`config.mk`:
```
export PLATFORM = sky130hd
export DESIGN_NAME = tbec_inject_ctrl_flat
export DESIGN_NICKNAME = d
export VERILOG_FILES = /design/src/rtl/tbec_inject_ctrl_if.sv /design/src/rtl/tbec_inject_ctrl.sv /design/src/flat_wrapper.sv
export SDC_FILE = /design/constraint.sdc
export NUM_CORES = 1
export LEC_CHECK = 0
export CAP_MARGIN = 20
export CORE_MARGIN = 5
export CORE_UTILIZATION = 40
export CTS_CLUSTER_DIAMETER = 150
export CTS_CLUSTER_SIZE = 28
export DETAILED_ROUTE_END_ITERATION = 10
export PLACE_DENSITY_LB_ADDON = 0.1
export SKIP_LAST_GASP = 1
export SLEW_MARGIN = 20
export SYNTH_ARGS = -nofsm -noshare
export SYNTH_HDL_FRONTEND = slang
export SYNTH_SLANG_ARGS = --single-unit
```
`constraint.sdc`:
```
create_clock -name clk -period 2.08 [get_ports clk]
set_input_delay 0.416 -clock clk [delete_from_list [all_inputs] [get_ports clk]]
set_output_delay 0.416 -clock clk [all_outputs]
set_load 0.03 [all_outputs]
```
`src/rtl/tbec_inject_ctrl_if.sv`:
```
// Memory write channel between the injection sequencer and the FPGA-side
// memory writer. A word transfers on a cycle where valid and ready are both high.
interface tbec_inject_ctrl_if #(
    parameter int ADDR_W = 8
) ();
    logic              mem_wr_valid;
    logic              mem_wr_ready;
    logic [ADDR_W-1:0] mem_wr_addr;
    logic [31:0]       mem_wr_data;
    logic [7:0]        mem_wr_meta;

    modport master (
        output mem_wr_valid,
        input  mem_wr_ready,
        output mem_wr_addr,
        output mem_wr_data,
        output mem_wr_meta
    );

    modport slave (
        input  mem_wr_valid,
        output mem_wr_ready,
        input  mem_wr_addr,
        input  mem_wr_data,
        input  mem_wr_meta
    );
endinterface

```
`src/rtl/tbec_inject_ctrl.sv`:
```
// Fault-injection campaign sequencer for the TBEC/RSC 16->32 encoder.
// A Galois LFSR supplies data word, injection pattern and injection position.
// Each corrupted codeword is captured and written out, one address per word.
module tbec_inject_ctrl #(
    parameter int          NUM_WORDS = 256,
    parameter int          ADDR_W    = 8,
    parameter logic [31:0] LFSR_SEED = 32'h00AB_1234
) (
    input  logic              clk,
    input  logic              rst_n,
    input  logic              start,
    input  logic              abort,
    input  logic              inject_en,
    output logic              busy,
    output logic              done,
    output logic [ADDR_W:0]   inj_count,
    output logic [15:0]       enc_data_in,
    output logic [2:0]        enc_rand_vals,
    output logic [4:0]        enc_rand_pos,
    input  logic [31:0]       enc_data_out,
    tbec_inject_ctrl_if.master mem_wr
);

    localparam logic [1:0] S_IDLE  = 2'd0;
    localparam logic [1:0] S_DRIVE = 2'd1;
    localparam logic [1:0] S_WRITE = 2'd2;
    localparam logic [1:0] S_DONE  = 2'd3;

    localparam logic [31:0]       LFSR_TAPS = 32'h8020_0003;
    localparam logic [ADDR_W-1:0] LAST_ADDR = ADDR_W'(NUM_WORDS - 1);

    logic [1:0]        r_state;
    logic [1:0]        w_next_state;
    logic [31:0]       r_lfsr;
    logic [ADDR_W-1:0] r_addr;
    logic [ADDR_W:0]   r_inj_count;
    logic [31:0]       r_data;
    logic [7:0]        r_meta;
    logic              w_handshake;
    logic              w_last;

    // One right shift of the Galois LFSR; taps fold in when a 1 falls out.
    function automatic logic [31:0] lfsr_step(input logic [31:0] v);
        logic [31:0] shifted;
        shifted = v >> 1;
        if (v[0]) begin
            return shifted ^ LFSR_TAPS;
        end else begin
            return shifted;
        end
    endfunction

    assign w_handshake = (r_state == S_WRITE) && mem_wr.mem_wr_ready;
    assign w_last      = (r_addr == LAST_ADDR);

    // Next-state selection; abort overrides every other transition.
    always_comb begin
        w_next_state = r_state;
        if (abort) begin
            w_next_state = S_IDLE;
        end else begin
            case (r_state)
                S_IDLE: begin
                    if (start) begin
                        w_next_state = S_DRIVE;
                    end else begin
                        w_next_state = S_IDLE;
                    end
                end
                S_DRIVE: w_next_state = S_WRITE;
                S_WRITE: begin
                    if (w_handshake) begin
                        if (w_last) begin
                            w_next_state = S_DONE;
                        end else begin
                            w_next_state = S_DRIVE;
                        end
                    end else begin
                        w_next_state = S_WRITE;
                    end
                end
                S_DONE:  w_next_state = S_IDLE;
                default: w_next_state = S_IDLE;
            endcase
        end
    end

    // State register.
    always_ff @(posedge clk or negedge rst_n) begin
        if (!rst_n) begin
            r_state <= S_IDLE;
        end else begin
            r_state <= w_next_state;
        end
    end

    // Campaign datapath: LFSR, address, injection count and capture registers.
    // An abort freezes everything so the host can read where the campaign stopped.
    always_ff @(posedge clk or negedge rst_n) begin
        if (!rst_n) begin
            r_lfsr      <= LFSR_SEED;
            r_addr      <= '0;
            r_inj_count <= '0;
            r_data      <= 32'h0000_0000;
            r_meta      <= 8'h00;
        end else if (!abort) begin
            case (r_state)
                S_IDLE: begin
                    if (start) begin
                        r_lfsr      <= LFSR_SEED;
                        r_addr      <= '0;
                        r_inj_count <= '0;
                    end
                end
                S_DRIVE: begin
                    // Encoder has had a full cycle to settle on the LFSR-driven inputs.
                    r_data <= enc_data_out;
                    r_meta <= {enc_rand_vals, enc_rand_pos};
                end
                S_WRITE: begin
                    if (w_handshake) begin
                        if (r_meta[7:5] != 3'b000) begin
                            r_inj_count <= r_inj_count + (ADDR_W+1)'(1);
                        end
                        r_lfsr <= lfsr_step(r_lfsr);
                        if (!w_last) begin
                            r_addr <= r_addr + ADDR_W'(1);
                        end
                    end
                end
                default: begin
                end
            endcase
        end
    end

    // Outputs decoded straight from registered state and LFSR bits.
    assign busy          = (r_state == S_DRIVE) || (r_state == S_WRITE);
    assign done          = (r_state == S_DONE);
    assign inj_count     = r_inj_count;
    assign enc_data_in   = r_lfsr[15:0];
    assign enc_rand_vals = inject_en ? r_lfsr[18:16] : 3'b000;
    assign enc_rand_pos  = r_lfsr[23:19];

    assign mem_wr.mem_wr_valid = (r_state == S_WRITE);
    assign mem_wr.mem_wr_addr  = r_addr;
    assign mem_wr.mem_wr_data  = r_data;
    assign mem_wr.mem_wr_meta  = r_meta;

endmodule
```
`src/flat_wrapper.sv`:
```
// flat-port wrapper written by rule: the top's interface ports become plain ports
module tbec_inject_ctrl_flat 
#(
    parameter int          NUM_WORDS = 256,
    parameter int          ADDR_W    = 8,
    parameter logic [31:0] LFSR_SEED = 32'h00AB_1234
)
  (clk, rst_n, start, abort, inject_en, busy, done, inj_count, enc_data_in, enc_rand_vals, enc_rand_pos, enc_data_out, mem_wr_mem_wr_valid, mem_wr_mem_wr_ready, mem_wr_mem_wr_addr, mem_wr_mem_wr_data, mem_wr_mem_wr_meta);
  tbec_inject_ctrl_if #(.ADDR_W(ADDR_W)) mem_wr_i ();
  input  logic clk;
  input  logic rst_n;
  input  logic start;
  input  logic abort;
  input  logic inject_en;
  output logic busy;
  output logic done;
  output logic [ADDR_W:0] inj_count;
  output logic [15:0] enc_data_in;
  output logic [2:0] enc_rand_vals;
  output logic [4:0] enc_rand_pos;
  input  logic [31:0] enc_data_out;
  output wire logic [$bits(mem_wr_i.mem_wr_valid)-1:0] mem_wr_mem_wr_valid;
  input wire logic [$bits(mem_wr_i.mem_wr_ready)-1:0] mem_wr_mem_wr_ready;
  output wire logic [$bits(mem_wr_i.mem_wr_addr)-1:0] mem_wr_mem_wr_addr;
  output wire logic [$bits(mem_wr_i.mem_wr_data)-1:0] mem_wr_mem_wr_data;
  output wire logic [$bits(mem_wr_i.mem_wr_meta)-1:0] mem_wr_mem_wr_meta;
  assign mem_wr_mem_wr_valid = mem_wr_i.mem_wr_valid;
  assign mem_wr_i.mem_wr_ready = mem_wr_mem_wr_ready;
  assign mem_wr_mem_wr_addr = mem_wr_i.mem_wr_addr;
  assign mem_wr_mem_wr_data = mem_wr_i.mem_wr_data;
  assign mem_wr_mem_wr_meta = mem_wr_i.mem_wr_meta;
  tbec_inject_ctrl #(.NUM_WORDS(NUM_WORDS), .ADDR_W(ADDR_W), .LFSR_SEED(LFSR_SEED)) u_core (.clk(clk), .rst_n(rst_n), .start(start), .abort(abort), .inject_en(inject_en), .busy(busy), .done(done), .inj_count(inj_count), .enc_data_in(enc_data_in), .enc_rand_vals(enc_rand_vals), .enc_rand_pos(enc_rand_pos), .enc_data_out(enc_data_out), .mem_wr(mem_wr_i));
endmodule
```
Figure 1. Clock nets.
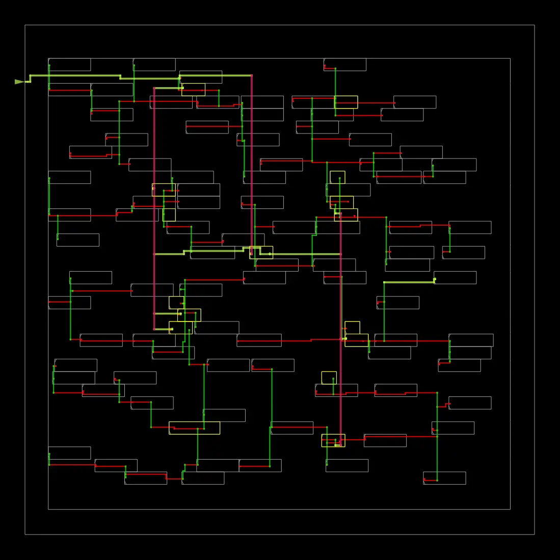
Worst Skew: 0.0154 ns
CTS Buf Count: 9
P_clk: 1.26 mW

Figure 2. Sequential cells grouped by signal name.
The bar under the picture is 20 um long. Other sequential cells in the stronger grey, the rest of the logic in the fainter grey.
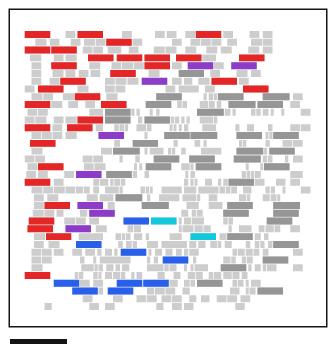
colour	name in the netlist	placed flops
cyan	u_core.r_state	2
blue	u_core.inj_count	9
purple	u_core.mem_wr.mem_wr_meta	8
red	u_core.mem_wr.mem_wr_data	32

==> impl_metrics.py <==
# Generated from Yosys and OpenROAD reports
metrics = {
    "run_status": {
        "outcome": "completed",
    },
    "place": {
        "dpl.hpwl_mm": 6.85,
        "gp_congestion": 0.802,
        "port-buffer-count": 121,
        "placedCellCount": 606,
    },
    "die": {
        "dieHeight_um": 111,
        "fp.coreArea_um2": 9820,
        "fp_util_pct": 41.2,
        "num_rows": 36,
    },
    "cells_and_area": {
        "instances_no_fill": 622,
        "layout-drive-gt1-share_pct": 21.7,
        "n_fill_cell": 873,
        "fin_nets": 529,
        "mostFrequentLayoutCell": "clkdlybuf4s50_1",
    },
    "synth": {
        "ys.flops": 91,
        "edf_count": 0,
        "synth_seq_share_pct": 56.6,
        "synth-xor-area-share_pct": 0.433,
        "ys_sh_simple_pct": 13.5,
        "ys_top_cells_by_count": "dfrtp_1 (81), nand2_1 (44), mux2_2 (40)",
        "fa_ha_area_share_pct": 2.16,
        "netlist_top_cells_area": "dfrtp_1 (50%), mux2_2 (11%), dfstp_2 (6.5%), buf_4 (4.1%), nand2_1 (4.1%)",
        "synth_cell_types": 35,
        "most_common_cell": "dfrtp_1",
        "top_cell_area_share_pct": 50.1,
        "largest_area_cell": "dfrtp_1",
        "syn_nets": 410,
        "synth_area_um2": 4050,
        "ys_cells": 365,
    },
    "sta": {
        "slew_violations": 0,
        "rsz0062_at_grt": "yes",
        "max_freq_ghz": 0.495,
        "setup_violations": 0,
    },
    "clock_network": {
        "postCtsSetupBuffers": 0,
        "cts_resized": 3,
        "cts_tree": "done",
        "htreeDepth": 3,
        "insertion_delay_ns": 0.36,
        "cts_buffer_depth": 2,
    },
    "worst_setup_path": {
        "crit_family": "buffers and inverters",
        "cpMaxStageDelayCell": "clkdlybuf4s50_1",
        "crit_arrival_ns": 1.60,
        "ff2ff_path_depth": 6,
        "crit_end": "enc_rand_pos[4]",
        "regToRegEndpoint": "u_core.inj_count[6]",
        "critPathMaxFanout": 4,
        "r2r-start": "u_core.r_state[1]",
        "cp_slowest_stage_delay_ns": 0.69,
        "cp-start-kind": "register",
        "endpoint_kind": "output pin",
    },
    "global_routing": {
        "grt_use_met2_pct": 24.6,
        "antenna_found_initial": 0,
        "overflow": 0,
        "grt_util_met3_pct": 6.40,
        "grt_use_met1_pct": 19.3,
        "grt_pass1_vias": 3184,
    },
    "flow_run": {
        "openroad.warnings": 32,
    },
    "drt": {
        "wl_mm": 9.52,
        "wire_per_inst_um": 15.3,
        "ant_nets": 0,
        "met3_length_um": 779,
        "dr.first_iter.drc_count": 121,
        "vias_per_cell": 4.89,
        "drc": 0,
        "first_pass_iters": 4,
        "vias": 3039,
        "met2_length_mm": 4.42,
    },
    "pwr": {
        "pwr_density_cell_nw_per_um2": 978,
        "power_mw": 5.57,
    },
    "min_path": {
        "worstHoldPathType": "in -> async",
    },
}
## power breakdown
group | switching (mW) | total [mW] | internal (mW) | leakage, nW
clock | 0.660 | 1.26 | 0.601 | 0.103
sequential | 0.202 | 2.32 | 2.11 | 1.15
combinational | 1.09 | 2.00 | 0.903 | 1.17
## sequential cells by signal (all words and copies together) (netlist names)
name	flops
u_core.inj_count	9
u_core.r_state	2
u_core.mem_wr.mem_wr_addr	8
u_core.r_lfsr	32
u_core.mem_wr.mem_wr_data	32
u_core.mem_wr.mem_wr_meta	8
## area by class of cell
class	count	area [um2]	area share, %
Sequential cell	91	2290	40.2
Multi-Input combinational cell	221	1520	26.7
Timing Repair Buffer	147	1460	25.5
Tap cell	133	166	2.92
Clock buffer	10	138	2.42
Clock inverter	6	72.6	1.27
Inverter	14	52.6	0.923
No activity file was given, so power comes from the tool's default toggle rates.
